$ cat src/rtl/cu_pkg.sv
// Shared types and constants for the multi-cycle RV32I-subset control unit.
// Holds the FSM state encoding, opcode/funct3 constants and the instruction classifier.
package cu_pkg;

    typedef enum logic [2:0] {
        FETCH  = 3'd0,
        DECODE = 3'd1,
        EXEC   = 3'd2,
        MEM    = 3'd3,
        WB     = 3'd4,
        BRES   = 3'd5,
        TRAP   = 3'd7
    } state_t;

    typedef enum logic [2:0] {
        CLS_R,
        CLS_I,
        CLS_S,
        CLS_LW,
        CLS_B,
        CLS_BAD
    } iclass_t;

    localparam logic [6:0] OP_R  = 7'b0110011;
    localparam logic [6:0] OP_I  = 7'b0010011;
    localparam logic [6:0] OP_S  = 7'b0100011;
    localparam logic [6:0] OP_B  = 7'b1100011;
    localparam logic [6:0] OP_LW = 7'b0000011;

    localparam logic [2:0] F3_LW = 3'b010;
    localparam logic [2:0] F3_SR = 3'b101;

    localparam logic [2:0] F3_BEQ  = 3'b000;
    localparam logic [2:0] F3_BNE  = 3'b001;
    localparam logic [2:0] F3_BLT  = 3'b100;
    localparam logic [2:0] F3_BGE  = 3'b101;
    localparam logic [2:0] F3_BLTU = 3'b110;
    localparam logic [2:0] F3_BGEU = 3'b111;

    localparam logic [1:0] IMM_I = 2'b00;
    localparam logic [1:0] IMM_S = 2'b01;
    localparam logic [1:0] IMM_B = 2'b11;

    // Loads other than lw share the load opcode but are not supported.
    function automatic iclass_t classify(input logic [6:0] opcode, input logic [2:0] funct3);
        iclass_t cls;
        case (opcode)
            OP_R:    cls = CLS_R;
            OP_I:    cls = CLS_I;
            OP_S:    cls = CLS_S;
            OP_B:    cls = CLS_B;
            OP_LW:   cls = (funct3 == F3_LW) ? CLS_LW : CLS_BAD;
            default: cls = CLS_BAD;
        endcase
        return cls;
    endfunction

endpackage

$ cat src/rtl/multicycle_cu_branch_eval.sv
// Branch condition evaluation: maps funct3 and the registered ALU flags {V,C,N,Z}
// to a taken decision and an illegal-encoding indication.
module branch_eval
    import cu_pkg::*;
#(
    parameter int EXT_BRANCH = 1
) (
    input  logic [2:0] funct3,
    input  logic [3:0] flags,
    output logic       taken,
    output logic       illegal
);

    logic z;
    logic n;
    logic c;
    logic v;

    assign {v, c, n, z} = flags;

    always_comb begin
        taken   = 1'b0;
        illegal = 1'b0;
        case (funct3)
            F3_BEQ:  taken = z;
            F3_BNE:  taken = ~z;
            F3_BLT:  taken = n ^ v;
            F3_BGE:  taken = ~(n ^ v);
            F3_BLTU: taken = ~c;
            F3_BGEU: taken = c;
            default: illegal = 1'b1;
        endcase
        // The reduced branch set only keeps beq and bge.
        if (EXT_BRANCH == 0 && funct3 != F3_BEQ && funct3 != F3_BGE)
            illegal = 1'b1;
    end

endmodule

$ cat src/rtl/multicycle_cu.sv
// Multi-cycle control unit sequencing FETCH/DECODE/EXEC/MEM/WB/BRES for the
// RV32I-subset datapath, with a timed RAM handshake and a sticky TRAP state.
module multicycle_cu
    import cu_pkg::*;
#(
    parameter int MEM_TIMEOUT = 15,
    parameter int EXT_BRANCH  = 1,
    parameter int ALUOP_W     = 4
) (
    input  logic               clk,
    input  logic               reset,
    input  logic [31:0]        instr,
    input  logic [3:0]         status,
    input  logic               mem_ack,
    output logic               pc_we,
    output logic               ir_we,
    output logic               pcsrc,
    output logic [ALUOP_W-1:0] aluop,
    output logic [1:0]         immsel,
    output logic               wb,
    output logic               alusrc,
    output logic               regrw,
    output logic               memrw,
    output logic               ramen,
    output logic               trap,
    output logic [2:0]         state
);

    localparam logic [7:0] WAIT_LAST = 8'(MEM_TIMEOUT - 1);

    state_t      cur_state;
    logic [31:0] ir;
    logic [3:0]  flags;
    logic [7:0]  wait_cnt;
    iclass_t     cls;
    logic [2:0]  funct3;
    logic        br_taken;
    logic        br_illegal;
    logic [3:0]  ctrl_aluop;
    logic        ctrl_alusrc;
    logic [1:0]  ctrl_immsel;
    logic        unused_ir;

    assign funct3    = ir[14:12];
    assign cls       = classify(ir[6:0], funct3);
    assign unused_ir = ^{ir[31], ir[29:15], ir[11:7]};

    branch_eval #(
        .EXT_BRANCH(EXT_BRANCH)
    ) u_branch_eval (
        .funct3  (funct3),
        .flags   (flags),
        .taken   (br_taken),
        .illegal (br_illegal)
    );

    // The wait counter only counts MEM cycles without an ack, so an ack on the
    // last allowed cycle still completes the access.
    always_ff @(posedge clk) begin
        if (!reset) begin
            cur_state <= FETCH;
            ir        <= '0;
            flags     <= '0;
            wait_cnt  <= '0;
        end else begin
            case (cur_state)
                FETCH: begin
                    ir        <= instr;
                    cur_state <= DECODE;
                end
                DECODE: cur_state <= (cls == CLS_BAD) ? TRAP : EXEC;
                EXEC: begin
                    wait_cnt <= '0;
                    case (cls)
                        CLS_R, CLS_I:  cur_state <= WB;
                        CLS_S, CLS_LW: cur_state <= MEM;
                        CLS_B: begin
                            flags     <= status;
                            cur_state <= BRES;
                        end
                        default: cur_state <= TRAP;
                    endcase
                end
                MEM: begin
                    if (mem_ack)
                        cur_state <= (cls == CLS_LW) ? WB : FETCH;
                    else if (wait_cnt == WAIT_LAST)
                        cur_state <= TRAP;
                    else
                        wait_cnt <= wait_cnt + 8'd1;
                end
                WB:      cur_state <= FETCH;
                BRES:    cur_state <= br_illegal ? TRAP : FETCH;
                default: cur_state <= TRAP;
            endcase
        end
    end

    // ALU/immediate controls depend only on the latched instruction class.
    always_comb begin
        ctrl_aluop  = 4'b0000;
        ctrl_alusrc = 1'b0;
        ctrl_immsel = IMM_I;
        case (cls)
            CLS_R: ctrl_aluop = {ir[30], funct3};
            CLS_I: begin
                ctrl_aluop  = {ir[30] && (funct3 == F3_SR), funct3};
                ctrl_alusrc = 1'b1;
            end
            CLS_S: begin
                ctrl_alusrc = 1'b1;
                ctrl_immsel = IMM_S;
            end
            CLS_LW: ctrl_alusrc = 1'b1;
            CLS_B: begin
                ctrl_aluop  = 4'b1000;
                ctrl_immsel = IMM_B;
            end
            default: ;
        endcase
    end

    // Reset low blanks every output immediately, including an in-flight RAM request.
    always_comb begin
        pc_we  = 1'b0;
        ir_we  = 1'b0;
        pcsrc  = 1'b0;
        aluop  = '0;
        immsel = 2'b00;
        wb     = 1'b0;
        alusrc = 1'b0;
        regrw  = 1'b0;
        memrw  = 1'b0;
        ramen  = 1'b0;
        trap   = 1'b0;
        state  = 3'b000;
        if (reset) begin
            state = cur_state;
            if (cur_state inside {EXEC, MEM, WB, BRES}) begin
                aluop[3:0] = ctrl_aluop;
                alusrc     = ctrl_alusrc;
                immsel     = ctrl_immsel;
            end
            case (cur_state)
                FETCH: ir_we = 1'b1;
                MEM: begin
                    ramen = 1'b1;
                    memrw = (cls == CLS_S);
                    pc_we = (cls == CLS_S) && mem_ack;
                end
                WB: begin
                    regrw = 1'b1;
                    wb    = (cls != CLS_LW);
                    pc_we = 1'b1;
                end
                BRES: begin
                    pc_we = ~br_illegal;
                    pcsrc = br_taken & ~br_illegal;
                end
                TRAP:    trap = 1'b1;
                default: ;
            endcase
        end
    end

endmodule

$ cat config.mk
export PLATFORM = sky130hd
export DESIGN_NAME = multicycle_cu
export DESIGN_NICKNAME = d
export VERILOG_FILES = /design/src/rtl/cu_pkg.sv /design/src/rtl/multicycle_cu_branch_eval.sv /design/src/rtl/multicycle_cu.sv
export SDC_FILE = /design/constraint.sdc
export NUM_CORES = 1
export LEC_CHECK = 0
export CELL_PAD_IN_SITES_DETAIL_PLACEMENT = 0
export CELL_PAD_IN_SITES_GLOBAL_PLACEMENT = 1
export CORE_AREA = 5 5 69 83
export CTS_BUF_LIST = sky130_fd_sc_hd__clkbuf_16
export DETAILED_ROUTE_END_ITERATION = 7
export DIE_AREA = 0 0 74 88
export GPL_TIMING_DRIVEN = 0
export PLACE_DENSITY_LB_ADDON = 0.1
export SETUP_SLACK_MARGIN = 0.15
export SYNTH_ARGS = -nofsm -noshare
export SYNTH_HDL_FRONTEND = slang
export SYNTH_SLANG_ARGS = --single-unit
export TNS_END_PERCENT = 50
$ cat constraint.sdc
create_clock -name clk -period 4.24 [get_ports clk]
set_clock_uncertainty 0.1 [all_clocks]
set_input_delay 1.06 -clock clk [delete_from_list [all_inputs] [get_ports clk]]
set_output_delay 1.06 -clock clk [all_outputs]
set_load 0.05 [all_outputs]
**Drive-strength map**

Scale: 4 px per um.
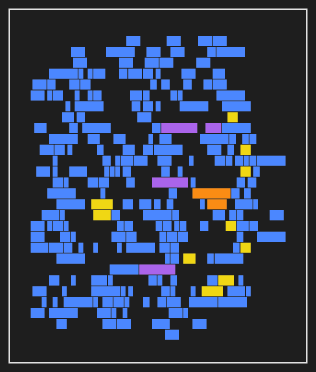
purple -> _6 and larger  # cells 4
blue -> _0 and _1 cells  # cells 214
yellow -> _2 cells  # cells 10
orange -> _3 and _4 cells  # cells 2

**Routing congestion**

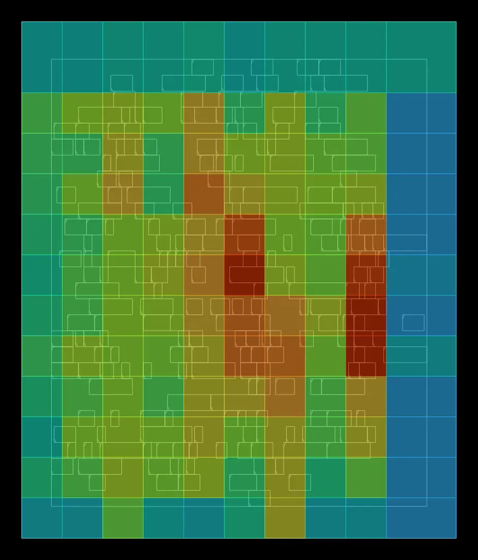
met3 Track Usage GR: 2.99%
post-layout util: 42.7%
DR WL/cell: 14.2 um
total track usage: 13.3%
GRT busiest layer: met2

**Close-up of the layout**

Region (6, 54) to (31, 79) um. Cells in grey, sequential cells in the stronger grey; small squares are vias.
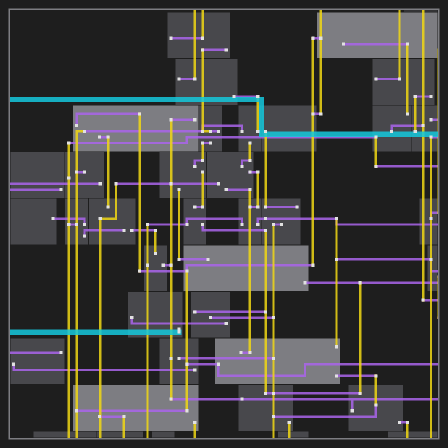
purple -> metal 1
cyan -> metal 3
yellow -> metal 2
netlist names of flops here include = `ir` (4), `flags` (1)
cells with their middle in the window = 29
sequential cells in the window = 5
most frequent = nand2_1 (6), dfxtp_1 (5), clkdlybuf4s50_1 (5)

**Cell classes on the final placement**

Scale: 4 px per um.
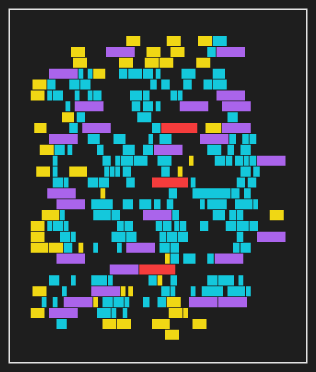
purple -> sequential cells  # cells 26
yellow -> remaining buffers and delay cells  # cells 45
cyan -> combinational and other logic  # cells 156
red -> clock drivers  # cells 3

## power by group
part           switching, mW  internal, mW  total, mW
clock                 0.0856         0.125      0.211
combinational          0.297         0.186      0.483
sequential            0.0578         0.300      0.358
## final cells by class
cell class / count / share of cell area [%]
sequential: 26 / 25.0
clock buffer: 3 / 3.61
timing repair buffer: 34 / 16.7
multi-input combinational: 149 / 47.5
inverter: 7 / 1.26
buffer: 11 / 2.35
tap: 60 / 3.61
## stage by stage
step                instance area, um2  setup WS [ps]  total power [mW]  TNS, ps  util (%)
floorplan                         1580           16.7             0.710        0         -
global placement                  1990           -193             0.846     -564      40.9
detailed placement                1990           -232             0.855     -673      40.9
CTS                               2070           93.5              1.07        0      42.5
global route                      2080           85.7              1.13        0      42.7
finish                            2080            200              1.05        0      42.7
==> out/results.tsv <==
stage	metric	value	unit
placed_design	input/output buffers	34	
run	max-cap viol count	0	
cells_and_area	Biggest register	ir	
cells_and_area	Synth-to-Final Area Change	32.4	%
yosys	ys flops	26	
critical_path	worst flop-to-flop path startpoint	wait_cnt[0]	
detailed_routing	DR pass1 iterations	4	
floorplanning	number of top-level pins	57	
yosys	cell count after synthesis	193	
timing	Tcrit/Tclk final	95.3	%
clocking	Post-CTS Setup Repair Bufs	0	
timing	fin crit period	4040	ps
global_routing	vias in the first global route	1480	
detailed_routing	WL met2	2.25	mm
yosys	Synth async-reset ratio	0	%
power	power per cell area	505	nW/um2
floorplanning	Std-Cell Rows	28	
floorplanning	Die H	88	um
clocking	Clock transition at path regs	60	ps
critical_path	r2r setup slk	2350	ps
critical_path	cell family with most CP delay	buffers and inverters	
detailed_routing	post-route antenna net violation count	0	
run	OpenROAD warnings	51	
detailed_routing	DR iter-0 viols	45	
cells_and_area	Largest register FFs	11	
run_status	status	finished clean	
critical_path	Crit. End Element	output port	
floorplanning	Core Area	4870	um2
critical_path	crit path to	aluop[0]	
yosys	adder share	1.59	%
yosys	Post-Syn Area per Cell	8.14	um2
yosys	Post-synth EDFFs	0	
yosys	largest area contributor in the netlist	dfxtp_1	
clocking	H-Tree Depth	1	
critical_path	CP Cell Sequence	clkbuf_1 > o21ai_0 > nor4b_2 > and2_1 > dlygate4sd2_1	
yosys	most instantiated cells after synthesis	nand2_1 (30), dfxtp_1 (26), a21boi_0 (14)	
No activity file was given, so power comes from the tool's default toggle rates.
